--- config.mk ---
export PLATFORM = sky130hd
export DESIGN_NAME = ro_scan_controller_flat
export DESIGN_NICKNAME = d
export VERILOG_FILES = /design/src/rtl/ro_scan_if.sv /design/src/rtl/ro_scan_controller.sv /design/src/flat_wrapper.sv
export SDC_FILE = /design/constraint.sdc
export NUM_CORES = 1
export LEC_CHECK = 0
export ABC_AREA = 1
export ABC_CLOCK_PERIOD_IN_PS = 2300
export CAP_MARGIN = 20
export CORE_MARGIN = 1.5
export CORE_UTILIZATION = 54
export DETAILED_ROUTE_END_ITERATION = 10
export PLACE_DENSITY = 0.78
export SYNTH_ARGS = -nofsm -noshare
export SYNTH_HDL_FRONTEND = slang
export SYNTH_SLANG_ARGS = --single-unit
--- constraint.sdc ---
create_clock -name wb_clk_i -period 2.3 [get_ports wb_clk_i]
set_input_delay 0.46 -clock wb_clk_i [delete_from_list [all_inputs] [get_ports wb_clk_i]]
set_output_delay 0.46 -clock wb_clk_i [all_outputs]
set_load 0.05 [all_outputs]
--- src/rtl/ro_scan_if.sv ---
// Result handshake bundle between the ring-oscillator scan controller and the
// register block that consumes (index, count) results.
interface ro_scan_if #(
  parameter int SEL_W = 4,
  parameter int CNT_W = 16
) ();
  logic             res_valid_o;
  logic             res_ready_i;
  logic [SEL_W-1:0] res_idx_o;
  logic [CNT_W-1:0] res_cnt_o;
  logic             res_ovf_o;

  modport master (
    output res_valid_o, res_idx_o, res_cnt_o, res_ovf_o,
    input  res_ready_i
  );

  modport slave (
    input  res_valid_o, res_idx_o, res_cnt_o, res_ovf_o,
    output res_ready_i
  );
endinterface

--- src/rtl/ro_scan_controller.sv ---
// Ring-oscillator bank scanner: walks the enabled oscillators in index order,
// steers the output mux, lets it settle, counts synchronised rising edges over
// a programmable window and hands each result out on a valid/ready port.
module ro_scan_controller #(
  parameter int N_RO       = 16,
  parameter int SEL_W      = 4,
  parameter int CNT_W      = 16,
  parameter int WIN_W      = 16,
  parameter int SETTLE_CYC = 8
) (
  input  logic             wb_clk_i,
  input  logic             wb_rst_n_i,
  input  logic             start_i,
  input  logic             continuous_i,
  input  logic             abort_i,
  input  logic [N_RO-1:0]  en_mask_i,
  input  logic [WIN_W-1:0] win_len_i,
  input  logic             ro_in_i,
  output logic [SEL_W-1:0] sel_o,
  output logic             busy_o,
  output logic             done_o,
  ro_scan_if.master        res
);

  // Pointer needs one extra bit so N_RO can mean "past the last oscillator".
  localparam int PTR_W = SEL_W + 1;

  typedef enum logic [2:0] {IDLE, SELECT, SETTLE, COUNT, REPORT} state_t;

  state_t           state;
  logic [N_RO-1:0]  mask_q;
  logic [WIN_W-1:0] win_q;
  logic [WIN_W-1:0] tmr;
  logic [PTR_W-1:0] ptr;
  logic [CNT_W-1:0] cnt;
  logic             ovf;
  logic [2:0]       sync;
  logic             rise;
  logic             found;
  logic [SEL_W-1:0] found_idx;
  logic [CNT_W-1:0] cnt_nxt;
  logic             ovf_nxt;

  // Two-flop synchroniser plus an edge-detect flop; runs in every state.
  always_ff @(posedge wb_clk_i) begin
    if (!wb_rst_n_i) sync <= '0;
    else             sync <= {sync[1:0], ro_in_i};
  end

  assign rise   = sync[1] & ~sync[2];
  assign busy_o = (state != IDLE);

  // Lowest enabled oscillator at or above the pointer (downward loop keeps the lowest).
  always_comb begin
    found     = 1'b0;
    found_idx = '0;
    for (int i = N_RO - 1; i >= 0; i--) begin
      if (mask_q[i] && (i >= int'(ptr))) begin
        found     = 1'b1;
        found_idx = SEL_W'(i);
      end
    end
  end

  // Saturating edge counter; ovf marks an edge that could not be counted.
  always_comb begin
    cnt_nxt = cnt;
    ovf_nxt = ovf;
    if (rise) begin
      if (cnt == {CNT_W{1'b1}}) ovf_nxt = 1'b1;
      else                      cnt_nxt = cnt + CNT_W'(1);
    end
  end

  // Scan sequencer; abort outranks everything but reset and leaves sel_o alone.
  always_ff @(posedge wb_clk_i) begin
    if (!wb_rst_n_i) begin
      state           <= IDLE;
      sel_o           <= '0;
      done_o          <= 1'b0;
      mask_q          <= '0;
      win_q           <= '0;
      tmr             <= '0;
      ptr             <= '0;
      cnt             <= '0;
      ovf             <= 1'b0;
      res.res_valid_o <= 1'b0;
      res.res_idx_o   <= '0;
      res.res_cnt_o   <= '0;
      res.res_ovf_o   <= 1'b0;
    end else begin
      done_o <= 1'b0;
      if (abort_i) begin
        state           <= IDLE;
        res.res_valid_o <= 1'b0;
      end else begin
        case (state)
          IDLE: begin
            if (start_i) begin
              mask_q <= en_mask_i;
              win_q  <= (win_len_i == '0) ? WIN_W'(1) : win_len_i;
              ptr    <= '0;
              state  <= SELECT;
            end
          end
          SELECT: begin
            if (found) begin
              sel_o <= found_idx;
              cnt   <= '0;
              ovf   <= 1'b0;
              tmr   <= WIN_W'(SETTLE_CYC - 1);
              state <= SETTLE;
            end else if (continuous_i && (mask_q != '0)) begin
              ptr <= '0;
            end else begin
              done_o <= 1'b1;
              state  <= IDLE;
            end
          end
          SETTLE: begin
            if (tmr == '0) begin
              tmr   <= win_q - WIN_W'(1);
              state <= COUNT;
            end else begin
              tmr <= tmr - WIN_W'(1);
            end
          end
          COUNT: begin
            cnt <= cnt_nxt;
            ovf <= ovf_nxt;
            if (tmr == '0) begin
              res.res_idx_o   <= sel_o;
              res.res_cnt_o   <= cnt_nxt;
              res.res_ovf_o   <= ovf_nxt;
              res.res_valid_o <= 1'b1;
              state           <= REPORT;
            end else begin
              tmr <= tmr - WIN_W'(1);
            end
          end
          REPORT: begin
            if (res.res_ready_i) begin
              res.res_valid_o <= 1'b0;
              ptr             <= PTR_W'(res.res_idx_o) + PTR_W'(1);
              state           <= SELECT;
            end
          end
          default: state <= IDLE;
        endcase
      end
    end
  end

endmodule

--- src/flat_wrapper.sv ---
// flat-port wrapper written by rule: the top's interface ports become plain ports
module ro_scan_controller_flat 
#(
  parameter int N_RO       = 16,
  parameter int SEL_W      = 4,
  parameter int CNT_W      = 16,
  parameter int WIN_W      = 16,
  parameter int SETTLE_CYC = 8
)
  (wb_clk_i, wb_rst_n_i, start_i, continuous_i, abort_i, en_mask_i, win_len_i, ro_in_i, sel_o, busy_o, done_o, res_res_valid_o, res_res_idx_o, res_res_cnt_o, res_res_ovf_o, res_res_ready_i);
  ro_scan_if #(.SEL_W(SEL_W), .CNT_W(CNT_W)) res_i ();
  input  logic wb_clk_i;
  input  logic wb_rst_n_i;
  input  logic start_i;
  input  logic continuous_i;
  input  logic abort_i;
  input  logic [N_RO-1:0] en_mask_i;
  input  logic [WIN_W-1:0] win_len_i;
  input  logic ro_in_i;
  output logic [SEL_W-1:0] sel_o;
  output logic busy_o;
  output logic done_o;
  output wire logic [$bits(res_i.res_valid_o)-1:0] res_res_valid_o;
  output wire logic [$bits(res_i.res_idx_o)-1:0] res_res_idx_o;
  output wire logic [$bits(res_i.res_cnt_o)-1:0] res_res_cnt_o;
  output wire logic [$bits(res_i.res_ovf_o)-1:0] res_res_ovf_o;
  input wire logic [$bits(res_i.res_ready_i)-1:0] res_res_ready_i;
  assign res_res_valid_o = res_i.res_valid_o;
  assign res_res_idx_o = res_i.res_idx_o;
  assign res_res_cnt_o = res_i.res_cnt_o;
  assign res_res_ovf_o = res_i.res_ovf_o;
  assign res_i.res_ready_i = res_res_ready_i;
  ro_scan_controller #(.N_RO(N_RO), .SEL_W(SEL_W), .CNT_W(CNT_W), .WIN_W(WIN_W), .SETTLE_CYC(SETTLE_CYC)) u_core (.wb_clk_i(wb_clk_i), .wb_rst_n_i(wb_rst_n_i), .start_i(start_i), .continuous_i(continuous_i), .abort_i(abort_i), .en_mask_i(en_mask_i), .win_len_i(win_len_i), .ro_in_i(ro_in_i), .sel_o(sel_o), .busy_o(busy_o), .done_o(done_o), .res(res_i));
endmodule
Run 1, clock wires, drivers and flops:
Scale bar: 20 um.
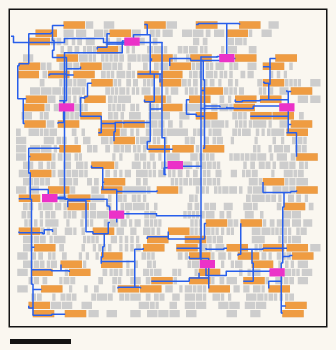
- flip-flops: orange (count 103)
- cells driving clock nets: magenta (count 9)
- clock wires: blue (length 1270 um)
- routed clock nets: 10
- flops lie: widely spread

Run 1, the clock network:
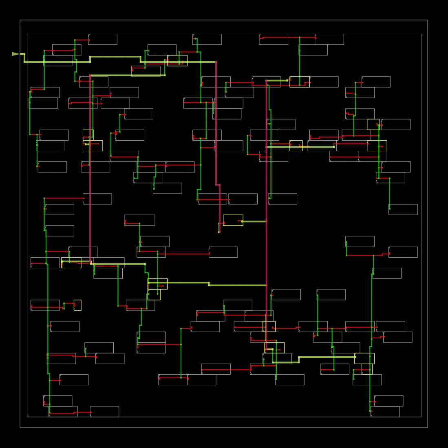
CTS sink count: 103
FF+latch count: 103
clk_skew: 0.0180 ns
clkbuf count: 9
clk pwr: 1.09 mW

==> ci_impl_report.md, run 1 <==
## Synthesis and layout report

| Metric | Value |
|---|---|
| Reg2reg end | u_core.tmr[5] |
| Finished Core Util | 66.3% |
| Total negative setup slack | 0 ns |
| Met3 routed WL | 692 um |
| Worst path max stage delay | 0.43 ns |
| Worst path required time | 2.63 ns |
| RePlAce Congestion | 0.925 |
| Clock buffer depth | 2 |
| Starting DRT DRC Count | 333 |
| Clk Latency, worst-skew pair | 0.41 ns |
| GR Util All Layers | 26.2% |
| Reg2reg start | u_core.state[0] |
| First-pass GRT wire length | 23100 um |
| Top-count cell post-synth | nor2_1 |
| CTS tree | done |
| Status | finished, final reports clean |
| Fmax | 0.453 GHz |
| Share of layout cells above drive strength 1 | 10.0% |
| Antenna viol nets, final | 0 |
| PD cells | 596 mW/mm2 |
| Cells on worst reg2reg path | 11 |
| Mapped Nets | 825 |
| Die Y-Extent | 104 um |
| P&R area growth vs syn | 18.2% |
| Register share after synthesis | 37.3% |
| Chip area in the Yosys report | 0.00553 mm2 |
| Max FO, Critical Path | 31 |
| Tightest Pin Transition | 0.509 ns |
| Synth warn | 0 |
| Routed met1 length | 6280 um |
| Final hold violation count | 0 |
| Worst Setup Start Kind | register |
| Synth cell types | 48 |
| DRT Pass-1 Iters | 5 |
| Fin crit share | 96.1% |
| Largest net degree at the start of global routing | 34 |
| Max-slew violations | 0 |
| Tool warnings | 28 |
| Via count | 5340 |
| Design Area, Final | 0.00654 mm2 |
| Mapped cell area | 0.00553 mm2 |
| Layout Nets | 887 |
| Hold_sp | wb_rst_n_i |
| Avg Synthesized Cell Area | 7.09 um2 |
| Htree depth | 3 |
| Setup crit end kind | register |
| Initial core utilization | 56.1% |
| Cell mode on critical path | inv_2 |
| Core Area | 0.00986 mm2 |
| Met2 Resource Use GR | 42.9% |
| Top cells by area | dfxtp_1, nor2_1, nand2_1, inv_1, o21ai_0 |
| Routed wire per std cell | 14.2 um |
| Hold Path End | u_core.state[0] |
| Detailed placement HPWL | 10100 um |
| Commonest Layout Cell | nor2_1 |
| Die X | 104 um |
| M1 GR Usage | 33.3% |
| Setup violations, final | 0 |
| Total Wirelength | 13900 um |
| Most frequent cells in the layout | nor2_1, nand2_1, inv_1, dfxtp_1, o21ai_0 |
| Reg-to-reg slack, setup | 0.09 ns |
| Vias in the first global route | 5141 |
| M3 GR Usage | 5.33% |
| Count of library flops with an enable pin | 0 |
| Hold slack | 0.421 ns |
| IO Pins | 67 |
| Leak pwr | 2.64 nW |
| Met2 routed WL | 6520 um |
| Max layer used | met4 |
| Critical Path, Cell by Cell | inv_2 > nor2_4 > inv_2 > nor2_4 > inv_2 > nor2_1 > inv_1 > nand4_2 > buf_12 > o21ai_0 > a21oi_1 |
| Max-slew headroom | 65.9% |
| Num CTS Buffers | 9 |
| Clock-pin slew on the worst setup and hold paths | 0.11 ns |
| RSZ-0062 raised after global routing | true |
| GR peak layer | met2 |
| Leading area contributor after synthesis | dfxtp_1 |
| Die area | 0.0109 mm2 |
| Clk root buf | clkbuf_8 |
| Antenna violations before repair | 0 |
| Tmin final | 2.21 ns |
| Cell Area, Placed | 0.00634 mm2 |
| Post-synth top cells | nor2_1, dfxtp_1, nand2_1 |
| Worst vdd ir | 0.630 mV |
Run 1, drive-strength map:
Scale bar: 20 um.
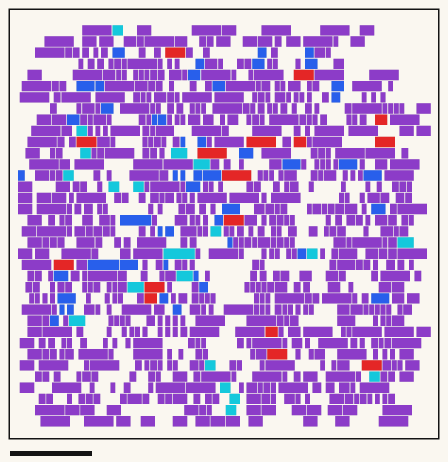
- drive 1 or less: purple (cells 763)
- drive 3 to 4: cyan (cells 20)
- drive 6 and up: red (cells 16)
- drive 2: blue (cells 49)
fin worst setup slack: 0.0903 ns
Buffers, non-clock: 78

Run 1, close-up of the layout:
Region (63, 11) to (93, 41) um. Cells in gray, sequential cells in the stronger gray; small squares are vias.
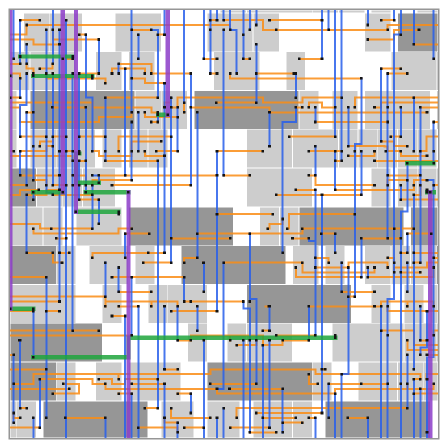
- met3: green
- met1: orange
- met4: purple
- met2: blue
- netlist names of flops here include: u_core.win_q (9), u_core.tmr (1)
- cells with their middle in the window: 84
- most frequent: nor2_1 (18), inv_1 (10), dfxtp_1 (10)
- sequential cells in the window: 10

## run 1: critical path, delay by kind of cell (launching register included)
kind                   cells  cell delay (ns)
and+or+nand+nor            4             0.79
buffers and inverters      5             0.66
DFF                        1             0.43
AOI/OAI and AO/OA          2             0.23
## run 1: worst max path at each step
stage / start / endpoint / depth (start not counted)
after detailed placement: abort_i / u_core.cnt[2] / 8
after global placement: abort_i / u_core.cnt[2] / 8
after CTS: u_core.ptr[4] / u_core.cnt[1] / 14
final: u_core.state[0] / u_core.tmr[5] / 11
after floorplan: u_core.state[0] / u_core.mask_q[12] / 9
after global routing: u_core.state[0] / u_core.tmr[3] / 11
## run 1: repair_timing
action	4_1_cts	5_1_grt
setup endpoints to repair	0	19
buffers inserted	0	1
hold buffers	0	0
gates resized	0	5
hold endpoints to repair	0	0
## run 1: through the flow
stage	total power [mW]	cells	setup slack [ns]
after floorplan	2.59	781	0.420
after global placement	2.81	964	0.137
after detailed placement	2.83	964	0.117
after CTS	3.93	980	0.168
after global routing	4.10	981	-0.0663
final	3.90	981	0.0903
## run 1: power by group
group,internal [mW],switching [mW]
Clock,0.407,0.684
Combinational,0.325,0.550
Sequential,1.86,0.0726
Total,2.59,1.31
## run 1: logic make-up (layout without fill, tap and decap cells)
kind of cell / count (synthesis) / count (layout) / synth area share [%]
XOR/XNOR: 32 / 32 / 5.06
adder cells (fa/ha/maj): 5 / 5 / 1.13
AND/OR/NAND/NOR: 307 / 307 / 25.8
flip-flops: 103 / 103 / 37.3
AND-OR/OR-AND: 196 / 196 / 20.8
buffers and inverters: 138 / 205 / 9.86
## run 1: layout make-up
cell class,instances,area [um2]
Clock buffer,9,124
Clock inverter,7,55.1
Fill cell,858,3320
Inverter,111,417
Multi-Input combinational cell,540,2950
Sequential cell,103,2060
Tap cell,133,166
Timing Repair Buffer,78,768
==> run 2: changes to the inputs <==
--- a/config.mk
+++ b/config.mk
@@ -8,7 +8,7 @@
 export ABC_AREA = 1
 export ABC_CLOCK_PERIOD_IN_PS = 2300
 export CAP_MARGIN = 20
-export CORE_MARGIN = 1.5
+export CORE_MARGIN = 1
 export CORE_UTILIZATION = 54
 export DETAILED_ROUTE_END_ITERATION = 10
 export PLACE_DENSITY = 0.78
==> run 2 against run 1 <==
First-iteration DRC count decreased by 6.6%; via count decreased by 0.37%; routed wire length decreased by 1.5%; die size decreased by 1.9%; sequential share of layout area decreased by 0.30 points; sequential cell count unchanged; critical endpoint is now u_core.cnt[4].
==> ci_impl_report.md, run 2 <==
## Synthesis and layout report

| Metric | Value |
|---|---|
| Clk_skew | 0.0153 ns (-0.00274 ns) |
| Sequential Power Share | 46.0% (-3.6 points) |
| Chip area in the Yosys report | 0.00553 mm2 (unchanged) |
| Internal power | 2.96 mW (+14%) |
| Detailed placement HPWL | 9990 um (-1.5%) |
| GR peak layer | met2 |
| Cells on worst reg2reg path | 14 (+3) |
| Final hold violation count | 0 (unchanged) |
| Seq. pwr | 1.93 mW (about the same) |
| Fmax | 0.467 GHz (+3.3%) |
| Initial core utilization | 56.1% (unchanged) |
| Clock buffer depth | 2 (unchanged) |
| Status | finished, final reports clean |
| Die area | 0.0107 mm2 (-1.9%) |
| Tmin final | 2.14 ns (-0.0705 ns) |
| NetSw | 1.23 mW (-5.8%) |
| Post-synthesis xor/xnor area fraction | 5.06% (unchanged) |
| Routed wire per std cell | 14.0 um (-1.3%) |
| Top cells by area | dfxtp_1, nor2_1, nand2_1, inv_1, o21ai_0 |
| Avg Synthesized Cell Area | 7.09 um2 (unchanged) |
| Max-slew violations | 0 (unchanged) |
| Tightest Pin Transition | 0.507 ns (-0.00260 ns) |
| Total negative setup slack | 0 ns (unchanged) |
| Leak pwr | 2.68 nW (+1.5%) |
| Dominant power group | registers |
| Comb pwr share | 21.0% (-1.4 points) |
| PD cells | 636 mW/mm2 (+6.6%) |
| Setup crit end kind | register |
| Worst path required time | 2.60 ns (-0.03 ns) |
| Num CTS Buffers | 9 (unchanged) |
| MUX share of area | 0% (unchanged) |
| Mapped cell area | 0.00553 mm2 (unchanged) |
| Clock-pin slew on the worst setup and hold paths | 0.09 ns (-0.02 ns) |
| Fill count | 859 (+0.12%) |
| Share of layout cells above drive strength 1 | 9.57% (-0.45 points) |
| Total Wirelength | 13700 um (-1.5%) |
| Antenna violations before repair | 0 (unchanged) |
| M3 GR Usage | 4.77% (-0.55 points) |
| Clk pwr | 1.38 mW (+27%) |
| Vias in the first global route | 4921 (-4.3%) |
| RePlAce Congestion | 0.928 (+0.39%) |
| Htree depth | 3 (unchanged) |
| Antenna viol nets, final | 0 (unchanged) |
| Most frequent cells in the layout | nor2_1, dfxtp_1, nand2_1 |
| First-pass GRT wire length | 22000 um (-4.8%) |
| Worst Setup Start Kind | register |
| Synth logic family | simple AND/OR/NAND/NOR gates |
| Clock power frac | 33.0% (+5.0 points) |
| Via count | 5320 (-0.37%) |
| Met2 Resource Use GR | 45.9% (+3.1 points) |
| Sw Ratio | 29.3% (-4.1 points) |
| Commonest Layout Cell | nor2_1 |
| Worst slack, placed | 0.138 ns (+0.0213 ns) |
| Comb gate area | 0.00294 mm2 (about the same) |
| M1 GR Usage | 33.1% (-0.20 points) |
| Hold slack | 0.432 ns (+0.0109 ns) |
| CTS sink count | 103 (unchanged) |
| RSZ-0062 raised after global routing | false |
| Clk root buf | clkbuf_8 |
| Finished Core Util | 66.9% (+0.56 points) |
| Clk Latency, worst-skew pair | 0.38 ns (-0.03 ns) |
| Max-slew headroom | 66.1% (+0.17 points) |
| Top-count cell post-synth | nor2_1 |
| Synth warn | 0 (unchanged) |
| Logic power comb | 0.880 mW (+0.5%) |
| Register share after synthesis | 37.3% (unchanged) |
| Post-synth top cells | nor2_1, dfxtp_1, nand2_1 |
| Compound Share, Synth | 20.8% (unchanged) |
| Count of library flops with an enable pin | 0 (unchanged) |
| Tool warnings | 27 (-3.6%) |
| Post-CTS Setup Repair Bufs | 0 (unchanged) |
| Setup violations, final | 0 (unchanged) |
| Synth cell types | 48 (unchanged) |
| Fin crit share | 93.0% (-3.1 points) |
| CTS tree | done |
| Layout Nets | 886 (-0.11%) |
| Register area | 0.00206 mm2 (-0.12%) |
| Max FO, Critical Path | 21 (-32%) |
| Yosys simple share | 25.8% (unchanged) |
| Post-Synth Adder-Cell Area | 1.13% (unchanged) |
| Starting DRT DRC Count | 311 (-6.6%) |
-- run 2: cell counts after synthesis --
Identical to the previous run, type by type.
-- run 2: kinds of logic (layout without fill, tap and decap cells) --
family          after synthesis  after routing
buf+inv                     138            203
compound gates              196            196
fa+ha+maj                     5              5
xor+xnor                     32             32
simple gates                307            307
flops                       103            103
-- run 2: critical path: stages, from the launching register on --
cell and delay (ns):
dfxtp_1 0.50, nor2_4 0.11, nand2_4 0.08, nor2_1 0.05, inv_2 0.05, nand2_2 0.05, nor3_2 0.24, nand2_1 0.10
inv_2 0.11, nand4_4 0.11, nand2_2 0.09, inv_2 0.08, nand2_4 0.24, nor2_1 0.10, a211oi_2 0.14
-- run 2: routing by layer --
metal / wire length (um) / part of all wire (%) / up-vias
met3: 527 / 3.9 / 15
met2: 6640 / 49 / 110
li1: - / - / 2706
met4: 189 / 1.4 / 0
met1: 6320 / 46 / 2489
met5: 0 / 0 / -
-- run 2: worst paths after layout --
kind | from | end | slack (ns)
max | u_core.ptr[4] | u_core.cnt[4] | 0.16
min reg2reg | u_core.sync[0] | u_core.sync[1] | 0.43
max reg2reg | u_core.ptr[4] | u_core.cnt[4] | 0.16
min | u_core.sync[0] | u_core.sync[1] | 0.43
-- run 2: repair_timing --
action,CTS,global route
hold buffers,0,0
setup endpoints to repair,0,6
gates resized,0,3
-- run 2: layout make-up --
type / instances / share of cell area, %
Clock buffer: 12 / 2.35
Clock inverter: 3 / 1.37
Inverter: 111 / 6.32
Multi-Input combinational cell: 540 / 44.6
Sequential cell: 103 / 31.3
Tap cell: 133 / 2.52
Timing Repair Buffer: 77 / 11.5
-- run 2: metrics by stage --
stage,power (mW),instance area (um2)
CTS,4.21,6580
global placement,2.81,6340
detailed placement,2.84,6340
finish,4.19,6600
global route,4.40,6600
floorplan,2.59,5530
Run 2, close-up of the layout:
Region (62, 11) to (92, 41) um. Cells in gray, sequential cells in the stronger gray; small squares are vias.
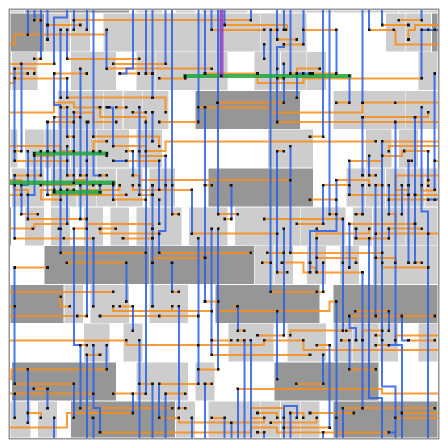
- met1: orange
- met3: green
- met4: purple
- met2: blue
- sequential cells in the window: 11
- most frequent: nor2_1 (17), inv_1 (11), dfxtp_1 (11)
- netlist names of flops here include: u_core.win_q (10), u_core.tmr (1)
- cells with their middle in the window: 84

Run 2, drive-strength map:
Scale bar: 20 um.
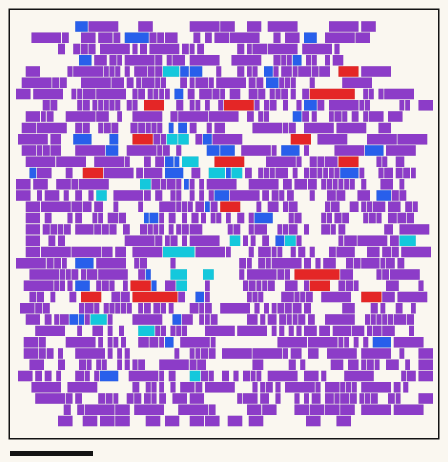
- drive 2: blue (cells 47)
- drive 6 and up: red (cells 16)
- drive 3 to 4: cyan (cells 18)
- drive 1 or less: purple (cells 765)
P&R area growth vs syn: 19.2%
Design Area, Final: 0.00660 mm2
fin worst setup slack: 0.161 ns
Buffers, non-clock: 77

Run 2, where the registers sit:
Scale bar: 20 um. Other sequential cells in the stronger gray, the rest of the logic in the fainter gray.
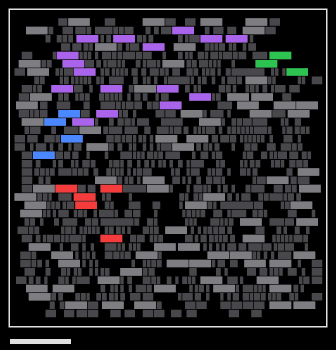
- u_core.ptr: red (sequential cells 5; where middle left)
- u_core.res.res_idx_o: blue (sequential cells 4)
- u_core.sync: green (sequential cells 3)
- u_core.cnt: purple (sequential cells 16)
- not colored: 75

Power and IR drop assume default switching activity.
